`config.mk`:
```
export PLATFORM = sky130hd
export DESIGN_NAME = dma_pcie_byp_out_arb
export DESIGN_NICKNAME = d
export VERILOG_FILES = /design/src/rtl/dma_pcie_byp_out_arb.sv
export SDC_FILE = /design/constraint.sdc
export NUM_CORES = 1
export LEC_CHECK = 0
export ABC_AREA = 1
export CORE_AREA = 3 3 593 595
export DETAILED_ROUTE_END_ITERATION = 7
export DIE_AREA = 0 0 596 598
export PLACE_DENSITY = 0.3
export RECOVER_POWER = 25
export SLEW_MARGIN = 10
export SYNTH_ARGS = -nofsm -noshare
export SYNTH_HDL_FRONTEND = slang
export SYNTH_SLANG_ARGS = --single-unit
```
`constraint.sdc`:
```
create_clock -name user_clk -period 3.4 [get_ports user_clk]
set_clock_uncertainty 0.05 [all_clocks]
set_input_delay 0.85 -clock user_clk [delete_from_list [all_inputs] [get_ports user_clk]]
set_output_delay 0.85 -clock user_clk [all_outputs]
set_load 0.03 [all_outputs]
```
`src/rtl/dma_pcie_byp_out_arb.sv`:
```
// Rotating-priority arbiter that merges NUM_REQ descriptor bypass-out streams into one registered port.
// Optional per-requester grant counters are enabled by defining DMA_BYP_OUT_ARB_STAT_EN.
module dma_pcie_byp_out_arb #(
  parameter int unsigned NUM_REQ = 4,
  parameter int unsigned DSC_W   = 256,
  parameter int unsigned CIDX_W  = 16
) (
  input  logic                       user_clk,
  input  logic                       user_reset_n,
  input  logic [NUM_REQ*DSC_W-1:0]   req_dsc,
  input  logic [NUM_REQ*CIDX_W-1:0]  req_cidx,
  input  logic [NUM_REQ-1:0]         req_vld,
  output logic [NUM_REQ-1:0]         req_rdy,
  output logic [DSC_W-1:0]           out_dsc,
  output logic [CIDX_W-1:0]          out_cidx,
  output logic [$clog2(NUM_REQ)-1:0] out_src,
  output logic                       out_vld,
  input  logic                       out_rdy,
  input  logic                       stat_clr,
  output logic [NUM_REQ*32-1:0]      stat_cnt
);

  localparam int unsigned SRC_W = $clog2(NUM_REQ);

  logic [DSC_W-1:0]  out_dsc_q, out_dsc_d;
  logic [CIDX_W-1:0] out_cidx_q, out_cidx_d;
  logic [SRC_W-1:0]  out_src_q, out_src_d;
  logic              out_vld_q, out_vld_d;
  logic [SRC_W-1:0]  rr_ptr_q, rr_ptr_d;

  logic              load;
  logic              hi_any, lo_any, gnt_any;
  logic [SRC_W-1:0]  hi_idx, lo_idx, gnt_idx;
  logic [NUM_REQ-1:0] gnt_oh;
  logic [DSC_W-1:0]  sel_dsc;
  logic [CIDX_W-1:0] sel_cidx;

  assign load = !out_vld_q || out_rdy;

  // Two-pass search: indices at/above rr_ptr take precedence over those below it.
  // Loops run downward so the lowest matching index in each pass wins.
  always_comb begin
    hi_any = 1'b0;
    lo_any = 1'b0;
    hi_idx = '0;
    lo_idx = '0;
    for (int i = NUM_REQ - 1; i >= 0; i--) begin
      if (req_vld[i]) begin
        if (i >= int'(rr_ptr_q)) begin
          hi_any = 1'b1;
          hi_idx = SRC_W'(i);
        end else begin
          lo_any = 1'b1;
          lo_idx = SRC_W'(i);
        end
      end
    end
    gnt_any = hi_any || lo_any;
    gnt_idx = hi_any ? hi_idx : lo_idx;
  end

  always_comb begin
    gnt_oh   = '0;
    sel_dsc  = '0;
    sel_cidx = '0;
    for (int i = 0; i < NUM_REQ; i++) begin
      if (gnt_any && (gnt_idx == SRC_W'(i))) begin
        gnt_oh[i] = 1'b1;
        sel_dsc   = req_dsc[i*DSC_W +: DSC_W];
        sel_cidx  = req_cidx[i*CIDX_W +: CIDX_W];
      end
    end
  end

  // Ready is only offered when the output register can take the beat.
  assign req_rdy = (user_reset_n && load) ? gnt_oh : '0;

  always_comb begin
    out_dsc_d  = out_dsc_q;
    out_cidx_d = out_cidx_q;
    out_src_d  = out_src_q;
    out_vld_d  = out_vld_q;
    rr_ptr_d   = rr_ptr_q;
    if (load) begin
      if (gnt_any) begin
        out_dsc_d  = sel_dsc;
        out_cidx_d = sel_cidx;
        out_src_d  = gnt_idx;
        out_vld_d  = 1'b1;
        rr_ptr_d   = (gnt_idx == SRC_W'(NUM_REQ - 1)) ? '0 : gnt_idx + SRC_W'(1);
      end else begin
        out_vld_d  = 1'b0;
      end
    end
  end

  always_ff @(posedge user_clk) begin
    if (!user_reset_n) begin
      out_dsc_q  <= '0;
      out_cidx_q <= '0;
      out_src_q  <= '0;
      out_vld_q  <= 1'b0;
      rr_ptr_q   <= '0;
    end else begin
      out_dsc_q  <= out_dsc_d;
      out_cidx_q <= out_cidx_d;
      out_src_q  <= out_src_d;
      out_vld_q  <= out_vld_d;
      rr_ptr_q   <= rr_ptr_d;
    end
  end

  assign out_dsc  = out_dsc_q;
  assign out_cidx = out_cidx_q;
  assign out_src  = out_src_q;
  assign out_vld  = out_vld_q;

`ifdef DMA_BYP_OUT_ARB_STAT_EN
  logic [31:0] cnt_q [NUM_REQ];

  // Clear has priority over a same-cycle increment.
  always_ff @(posedge user_clk) begin
    for (int i = 0; i < NUM_REQ; i++) begin
      if (!user_reset_n || stat_clr) begin
        cnt_q[i] <= '0;
      end else if (req_vld[i] && req_rdy[i]) begin
        cnt_q[i] <= cnt_q[i] + 32'd1;
      end
    end
  end

  always_comb begin
    stat_cnt = '0;
    for (int i = 0; i < NUM_REQ; i++) begin
      stat_cnt[i*32 +: 32] = cnt_q[i];
    end
  end
`else
  logic unused_stat_clr;
  assign unused_stat_clr = stat_clr;
  assign stat_cnt        = '0;
`endif

endmodule

```
Figure 1. Clock routing (run 1).
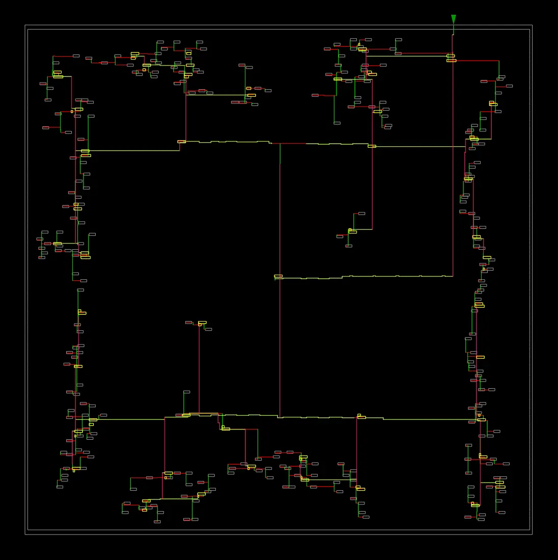
clock tree sinks: 277
num sequential: 277
clk_buf instances: 62
Clk. pwr: 0.00531 W
Inserted Clock Buffers: 47

Figure 2. PDN straps and rails (run 1).
Bar = 200 um. Pins as bars on the die edge.
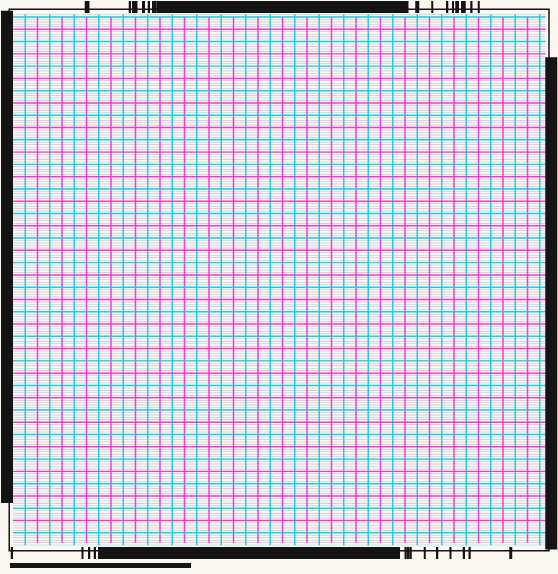
[cyan] VSS
[magenta] VDD
met5 straps: 43
rows: 216
signal pins: 1503
met4 straps: 43
met1 rails: 217

Figure 3. Routed metal, one colour a layer (run 1).
Bar = 200 um. Two of the layers only.
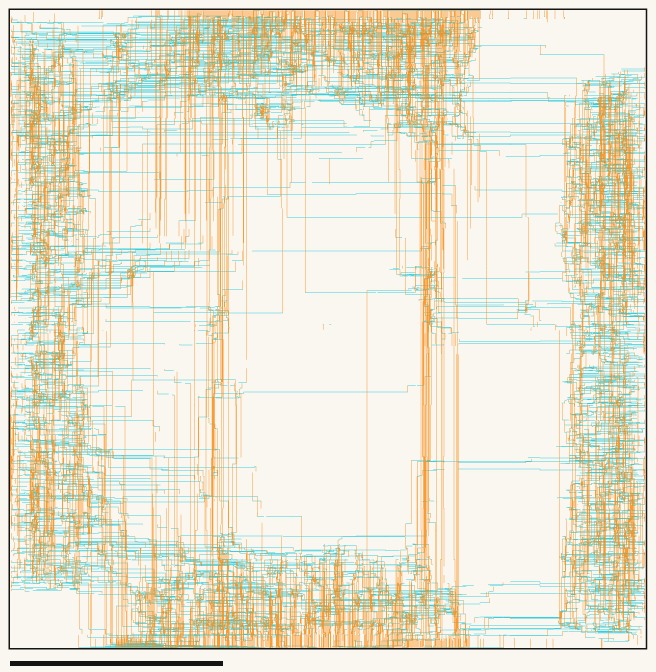
[orange] M2 | wire length: 115 mm
[cyan] M1 | wire length: 94.3 mm

==> GITHUB_STEP_SUMMARY, run 1 <==
### Yosys + OpenROAD results

| Metric | Value |
|---|---|
| Count of multi-input combinational gates | `3436` |
| Outcome | `finished, final reports clean` |
| Count of hold buffers inserted by post-cts repair | `0` |
| Reg clk slew, reported paths | `0.05 ns` |
| Number of synthesis warnings | `0` |
| Detailed Route Iter0 Violations | `2181` |
| Time the worst path needs with I/O delays and setup | `3.28 ns` |
| Met2 track demand over resource | `0.224` |
| Net switching power | `0.0102 W` |
| # placed instances | `10889` |
| Mean area per synthesized cell | `5.23 um2` |
| Clock network power share | `0.238` |
| CTS tree | `built` |
| Tot GR Track Use | `0.126` |
| Number of buffers inserted to repair setup after CTS | `5` |
| Biggest fanout along the worst timing path | `3` |
| Prevailing post-synth register cell | `sky130_fd_sc_hd__dfxtp_1` |
| Top library cells by usage in the layout, fill and taps aside | `sky130_fd_sc_hd__nand2_1, sky130_fd_sc_hd__clkdlybuf4s50_1, sky130_fd_sc_hd__inv_1, sky130_fd_sc_hd__nand3_1, sky130_fd_sc_hd__a21oi_1` |
| Clock latency of the later-clocked register in the worst-skew pair | `0.67 ns` |
| Most heavily used metal layer in global routing | `met2` |
| Max IR drop VDD | `0.000314 V` |
| Buffer type at the clock tree root | `sky130_fd_sc_hd__clkbuf_16` |
| Buffering overhead | `0.367` |
| Final Wtd Congestion | `0.895` |
| Sum of net half-perimeters after detailed placement | `202 mm` |
| First-pass GRT wire length | `312 mm` |
| Synthesized instance count | `4932` |
| Top-count cell post-synth | `sky130_fd_sc_hd__nand2_1` |
| Setup-violating endpoint count in the final report | `0` |
| Standard-cell rows | `216` |
| Number of nets in the layout | `7473` |
| Max-cap violation count | `0` |
| Average via count per standard cell | `3.28` |
| Total length of routed met2 wires | `115 mm` |
| Met3 Resource Use GR | `0.0424` |
| Int Pwr | `0.0121 W` |
| Bufs on Longest Clock Path | `3` |
| Yosys stat chip area | `25800 um2` |
| Part of the Yosys area used for sequential elements | `0.215` |
| Worst setup timing slack at the placement stage | `-0.683 ns` |
| Post-route met1 wirelength | `94.3 mm` |
| Worst path setup slack after routing | `0.121 ns` |
| Multiplexer share of the synthesized area | `0` |
| Part of the power in registers | `0.191` |
| Main area contributors after synthesis | `sky130_fd_sc_hd__nand2_1, sky130_fd_sc_hd__dfxtp_1, sky130_fd_sc_hd__nand3_1, sky130_fd_sc_hd__inv_1, sky130_fd_sc_hd__a21oi_1` |
| Clock network area share | `0.0333` |
| DRC violations left | `0` |
| FF-to-FF setup slack | `0.47 ns` |
| Main combinational cell family by area after synthesis | `simple AND/OR/NAND/NOR gates` |
| Cell kind with the greatest summed area | `non-clock buffers` |
| Sequential standard cell area | `5550 um2` |
| Launching element type of the critical path | `primary input` |
| Critical Path Sink Type | `output pin` |
| Final tally of max-slew violations | `0` |
| Final number of hold-violating endpoints | `0` |
| Height of the chip | `598 um` |
| Area fraction in full adders, half adders and majority gates | `0.00194` |
| Async set-or-reset flop fraction in the synthesized netlist | `0` |
| Met3 wirelength from detailed routing | `19.1 mm` |
| Number of non-clock buffers | `1785` |
| Number of antenna violations at the first check in global routing | `133` |
| Die outline area | `356000 um2` |
| Combinational share of cell area | `0.304` |
| Switching power as a share of total power | `0.458` |
| Cell area after layout | `48800 um2` |
| Warning total across the stage logs | `31` |
| Total number of tap cells | `4578` |
| Worst r2r src | `rr_ptr_q[1]$_SDFFE_PN0P_` |
| Fraction of synthesized cell area taken by the top area cell type | `0.239` |
| Top cells by count, synth | `sky130_fd_sc_hd__nand2_1, sky130_fd_sc_hd__inv_1, sky130_fd_sc_hd__nand3_1, sky130_fd_sc_hd__a21oi_1, sky130_fd_sc_hd__nor2_1` |
| Slew headroom | `0.504` |
| Pin count of the biggest net entering global routing | `53` |
| Number of nets with antenna violations after routing | `0` |
| Syn Std Cell Area | `25800 um2` |
| Setup Crit Path Kind | `primary input to output pin` |
| Flip-flop and latch count after synthesis | `277` |
| Core utilization of the finished layout | `0.141` |
| Cell depth of the worst hold path | `2` |
| Fp_density | `0.0744` |
| Leakage power summed over all cells | `22.9 nW` |
| Highest layer used for signal routing | `met5` |
| Number of different library cells in the post-synthesis netlist | `22` |
| Chip width | `596 um` |
| Multi-input combinational cell area | `14800 um2` |
| Min-delay src | `out_dsc[4]$_SDFFE_PN0P_` |
| EDFF count, synth | `0` |
| And+or+nand+nor area frac | `0.440` |
| Number of instances resized during post-cts repair | `20` |
| Layout filler cell count | `40673` |
| Share of layout cells above drive strength 1 | `0.0815` |
| Post-detailed-placement cell area | `47000 um2` |
| Tcrit/Tclk final | `0.964` |
| Xor/xnor share of the synthesized area | `0` |
| ANT cells | `23` |
| Setup tns final | `0 ns` |
| H-tree levels | `2` |
| Maximum clock frequency | `0.305 GHz` |
| Core Area | `346000 um2` |
| Post-Synth AOI/OAI Area | `0.109` |
| Port-buffer cells | `1373` |
| Slew at the pin closest to its max-slew limit | `0.741 ns` |
| Minimum hold slack | `0.410 ns` |
| End point of the most critical hold path | `out_dsc[4]$_SDFFE_PN0P_` |
| Power Density | `457 nW/um2` |
| Part of the total power dissipated in combinational logic | `0.571` |
| Biggest area consumer among synthesized cells | `sky130_fd_sc_hd__nand2_1` |
| Depth of the worst register-to-register path | `18` |
| M1 GR Usage | `0.144` |
| DR vias | `36148` |
| Most common logic cell in the routed design | `sky130_fd_sc_hd__nand2_1` |
| Crit path DAT | `2.38 ns` |
| HP Class | `flop to flop` |
| Total congestion overflow after global routing | `0` |
| DRT Wirelength | `234 mm` |
| Register share of the cell area | `0.114` |
| Count of TritonRoute iterations in the first routing pass | `6` |
| Average wire length per cell after detail routing | `21.3 um` |
| Critical R2R Capture | `out_dsc[87]$_SDFFE_PN0P_` |
| Total power consumption of the routed design | `0.0223 W` |
| Number of placed I/O pins | `1503` |
| Number of global-route vias before repair | `36553` |
| Area delta synth->final | `89.2%` |
| Unrepaired setup endpoints after global routing | `yes` |
| Critical path required time | `2.50 ns` |
| Tally of non-filler cells in the final layout | `11008` |
| Number of cell instances after yosys synthesis | `4932` |
| Non-clk invs | `826` |
run 1: power groups by stage:
| stage | clock network (W) | logic, W | registers (W) |
|---|---|---|---|
| floorplan | 0 | 0.00511 | 0.00537 |
| global placement | 0 | 0.0130 | 0.00430 |
| detailed placement | 0 | 0.0129 | 0.00432 |
| CTS | 0.00563 | 0.0130 | 0.00426 |
| global route | 0.00569 | 0.0139 | 0.00432 |
| finish | 0.00531 | 0.0127 | 0.00425 |
run 1: critical path: stages:
cell and delay, ns:
sky130_fd_sc_hd__dlygate4sd2_1 0.26, sky130_fd_sc_hd__nand2_2 0.07, sky130_fd_sc_hd__buf_4 0.13, sky130_fd_sc_hd__buf_4 0.12, sky130_fd_sc_hd__a21oi_1 0.15, sky130_fd_sc_hd__nor2_2 0.08, sky130_fd_sc_hd__buf_4 0.14, sky130_fd_sc_hd__inv_4 0.07
sky130_fd_sc_hd__ha_4 0.18, sky130_fd_sc_hd__nand2_4 0.06, sky130_fd_sc_hd__nor2_4 0.11, sky130_fd_sc_hd__buf_12 0.14
run 1: state kept, by name, summed over array words and instances, names as in the netlist:
| name | flops |
|---|---|
| out_cidx | 16 |
| out_vld | 1 |
| out_src | 2 |
| out_dsc | 256 |
| rr_ptr_q | 2 |
run 1: worst max path at each step:
| stage | start | end | slack, ns |
|---|---|---|---|
| 2_1_floorplan | req_vld[1] | req_rdy[1] | 0.001 |
| 3_3_place_gp | req_vld[3] | out_dsc[248]$_SDFFE_PN0P_ | -0.70 |
| 3_5_place_dp | req_vld[3] | out_dsc[248]$_SDFFE_PN0P_ | -0.68 |
| 4_1_cts | req_vld[3] | req_rdy[0] | 0.007 |
| 5_1_grt | rr_ptr_q[1]$_SDFFE_PN0P_ | req_rdy[0] | -0.02 |
| 6_report | req_vld[2] | req_rdy[0] | 0.12 |
==> run 1 -> run 2 <==
--- a/config.mk
+++ b/config.mk
@@ -6,6 +6,7 @@
 export NUM_CORES = 1
 export LEC_CHECK = 0
 export ABC_AREA = 1
+export CAP_MARGIN = 20
 export CORE_AREA = 3 3 593 595
 export DETAILED_ROUTE_END_ITERATION = 7
 export DIE_AREA = 0 0 596 598
Figure 4. PDN straps and rails (run 2).
Bar = 200 um. Pins as bars on the die edge.
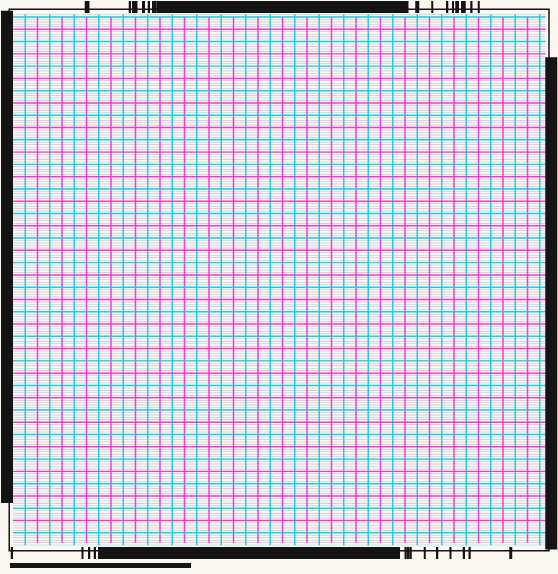
[magenta] VDD
[cyan] VSS
rows: 216
met5 straps: 43
Max IR drop VDD: 0.000314 V
chip width: 596 um

Figure 5. Routed metal, one colour a layer (run 2).
Bar = 200 um. Two of the layers only.
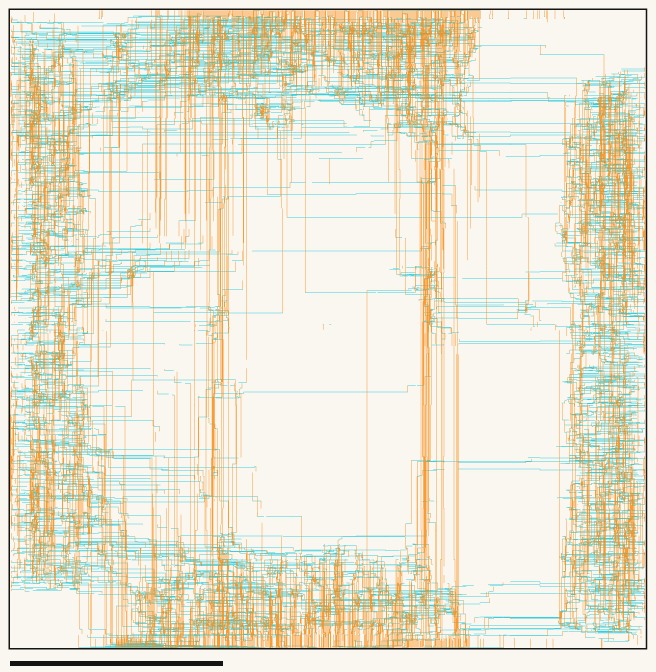
DR vias: 36148
Tot GR Track Use: 0.126
average wire length per cell after detail routing: 21.3 um
DRT Wirelength: 234 mm

Figure 6. M3 wires (run 2).
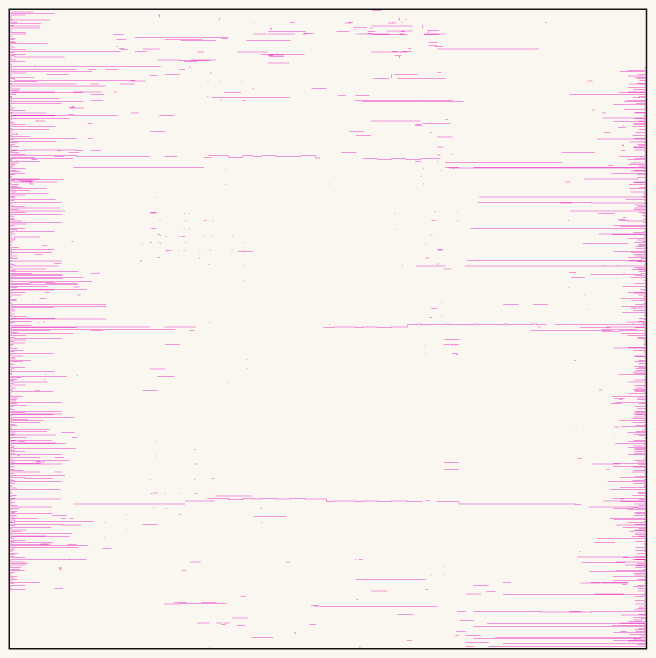
share of all routed wire: 8.1%
nets with wire on the layer: 998
main direction: horizontal
wire length on this layer: 19100 um
longest straight run: 184 um
met3 Resource Use GR: 0.0424

==> GITHUB_STEP_SUMMARY, run 2 <==
### Yosys + OpenROAD results

| Metric | Value |
|---|---|
| Outcome | `finished, final reports clean` |
| Critical Path Stages | `12` |
| Share of layout cells above drive strength 1 | `0.0815` |
| Layout filler cell count | `40673` |
| Syn Std Cell Area | `25800 um2` |
| Multi-input combinational cell area | `14800 um2` |
| Max stage delay cell, worst path | `sky130_fd_sc_hd__dlygate4sd2_1` |
| Clock tree sinks | `277` |
| Inserted Clock Buffers | `47` |
| Core utilization of the finished layout | `0.141` |
| Unrepaired setup endpoints after global routing | `yes` |
| Biggest area consumer among synthesized cells | `sky130_fd_sc_hd__nand2_1` |
| CP top delay family | `buffers and inverters` |
| Standard-cell rows | `216` |
| Number of instances resized during post-cts repair | `20` |
| Critical-path cell list | `dlygate4sd2_1 -> nand2_2 -> buf_4 -> buf_4 -> a21oi_1 -> nor2_2 -> buf_4 -> inv_4 -> ha_4 -> nand2_4 -> nor2_4 -> buf_12` |
| Top-count cell post-synth | `sky130_fd_sc_hd__nand2_1` |
| EDFF count, synth | `0` |
| Number of antenna violations at the first check in global routing | `133` |
| Slew at the pin closest to its max-slew limit | `0.741 ns` |
| Fp_density | `0.0744` |
| Flip-flop count of the largest register after layout | `256` |
| Setup tns final | `0 ns` |
| Reg clk slew, reported paths | `0.05 ns` |
| Time the worst path needs with I/O delays and setup | `3.28 ns` |
| CTS tree | `built` |
| Power Density | `457 nW/um2` |
| Mean area per synthesized cell | `5.23 um2` |
| Depth of the worst register-to-register path | `18` |
| FF-to-FF setup slack | `0.47 ns` |
| HP Class | `flop to flop` |
| Yosys stat chip area | `25800 um2` |
| Count of hold buffers inserted by post-cts repair | `0` |
| Biggest fanout along the worst timing path | `3` |
| Worst setup timing slack at the placement stage | `-0.683 ns` |
| # placed instances | `10889` |
| Most common logic cell in the routed design | `sky130_fd_sc_hd__nand2_1` |
| Critical path's largest stage delay | `0.26 ns` |
| Critical Path Sink Type | `output pin` |
| Sequential standard cell area | `5550 um2` |
| Bufs on Longest Clock Path | `3` |
| Final tally of max-slew violations | `0` |
| H-tree levels | `2` |
| Sum of net half-perimeters after detailed placement | `202 mm` |
| Core Area | `346000 um2` |
| Setup Crit Path Kind | `primary input to output pin` |
| Worst path setup slack after routing | `0.121 ns` |
| Number of synthesis warnings | `0` |
| Port-buffer cells | `1373` |
| Final number of hold-violating endpoints | `0` |
| Number of buffers inserted to repair setup after CTS | `5` |
| Max-cap violation count | `0` |
| Post-detailed-placement cell area | `47000 um2` |
| Die outline area | `356000 um2` |
| Synthesized instance count | `4932` |
| Final Wtd Congestion | `0.895` |
| Top cells by count, synth | `sky130_fd_sc_hd__nand2_1, sky130_fd_sc_hd__inv_1, sky130_fd_sc_hd__nand3_1, sky130_fd_sc_hd__a21oi_1, sky130_fd_sc_hd__nor2_1` |
| Number of different library cells in the post-synthesis netlist | `22` |
| Maximum clock frequency | `0.305 GHz` |
| Detailed Route Iter0 Violations | `2181` |
| Buffer type at the clock tree root | `sky130_fd_sc_hd__clkbuf_16` |
| Slew headroom | `0.504` |
| CP dominant cell by count | `sky130_fd_sc_hd__buf_4` |
| Total power consumption of the routed design | `0.0223 W` |
| Number of nets in the layout | `7473` |
| Number of global-route vias before repair | `36553` |
| End of the critical path | `req_rdy[0]` |
| Average via count per standard cell | `3.28` |
| Clock latency of the later-clocked register in the worst-skew pair | `0.67 ns` |
| Leakage power summed over all cells | `22.9 nW` |
| Number of nets with antenna violations after routing | `0` |
| Setup-violating endpoint count in the final report | `0` |
| Launch point of the critical path | `req_vld[2]` |
| Minimum hold slack | `0.410 ns` |
| Pin count of the biggest net entering global routing | `53` |
| Warning total across the stage logs | `31` |
| Area delta synth->final | `89.2%` |
| Fraction of synthesized cell area taken by the top area cell type | `0.239` |
| Total congestion overflow after global routing | `0` |
| Critical path required time | `2.50 ns` |
| Crit path DAT | `2.38 ns` |
| Part of the Yosys area used for sequential elements | `0.215` |
| Main area contributors after synthesis | `sky130_fd_sc_hd__nand2_1, sky130_fd_sc_hd__dfxtp_1, sky130_fd_sc_hd__nand3_1, sky130_fd_sc_hd__inv_1, sky130_fd_sc_hd__a21oi_1` |
| Tcrit/Tclk final | `0.964` |
| First-pass GRT wire length | `312 mm` |
| Worst r2r src | `rr_ptr_q[1]$_SDFFE_PN0P_` |
| Async set-or-reset flop fraction in the synthesized netlist | `0` |
| Tally of non-filler cells in the final layout | `11008` |
| Crit path buf inv count | `6` |
| Top library cells by usage in the layout, fill and taps aside | `sky130_fd_sc_hd__nand2_1, sky130_fd_sc_hd__clkdlybuf4s50_1, sky130_fd_sc_hd__inv_1, sky130_fd_sc_hd__nand3_1, sky130_fd_sc_hd__a21oi_1` |
| Critical R2R Capture | `out_dsc[87]$_SDFFE_PN0P_` |
| Flip-flop and latch count after synthesis | `277` |
| Number of cell instances after yosys synthesis | `4932` |
| Launching element type of the critical path | `primary input` |
| Number of placed I/O pins | `1503` |
| Cell area after layout | `48800 um2` |
| DRC violations left | `0` |
| Count of TritonRoute iterations in the first routing pass | `6` |
| Prevailing post-synth register cell | `sky130_fd_sc_hd__dfxtp_1` |
[run 2: cell counts in the layout (fill, tap and decap cells not counted)]
No cell type changed its count.
[run 2: cell families (layout without fill, tap and decap cells)]
logic type,after synthesis,in the layout,share of synthesized area
AND/OR/NAND/NOR,2746,2746,0.440
buffers and inverters,1346,2694,0.234
AND-OR/OR-AND,558,558,0.109
flip-flops,277,277,0.215
adder cells (fa/ha/maj),4,4,0.00194
other,1,151,0.000145
[run 2: where the power goes]
part	switching, W	total [W]	internal [W]
clock network	0.00210	0.00531	0.00321
registers	0.000394	0.00425	0.00386
logic	0.00772	0.0127	0.00501
total	0.0102	0.0223	0.0121
[run 2: area by class of cell]
cell class	instances	share of cell area
antenna	23	0.00118
clock buffer	62	0.0275
clock inverter	21	0.00574
inverter	826	0.0638
multi-input combinational	3436	0.304
sequential	277	0.114
tap	4578	0.117
timing repair buffer	1785	0.367
[run 2: worst min path at each step]
stage,end,depth (start not counted),startpoint
floorplan,rr_ptr_q[0]$_SDFFE_PN0P_,2,rr_ptr_q[0]$_SDFFE_PN0P_
global placement,out_dsc[185]$_SDFFE_PN0P_,2,out_dsc[185]$_SDFFE_PN0P_
detailed placement,out_dsc[43]$_SDFFE_PN0P_,2,out_dsc[43]$_SDFFE_PN0P_
CTS,out_dsc[43]$_SDFFE_PN0P_,2,out_dsc[43]$_SDFFE_PN0P_
global route,out_dsc[198]$_SDFFE_PN0P_,2,out_dsc[198]$_SDFFE_PN0P_
finish,out_dsc[4]$_SDFFE_PN0P_,2,out_dsc[4]$_SDFFE_PN0P_
[run 2: routing by layer]
layer | wire length, um | up-vias | global-route usage
met5 | 480 | - | 0
met4 | 5470 | 76 | 0.0283
met3 | 19100 | 301 | 0.0424
met2 | 115000 | 1367 | 0.224
met1 | 94300 | 16680 | 0.144
li1 | - | 17724 | -
Power is estimated from default activity; no workload was simulated.
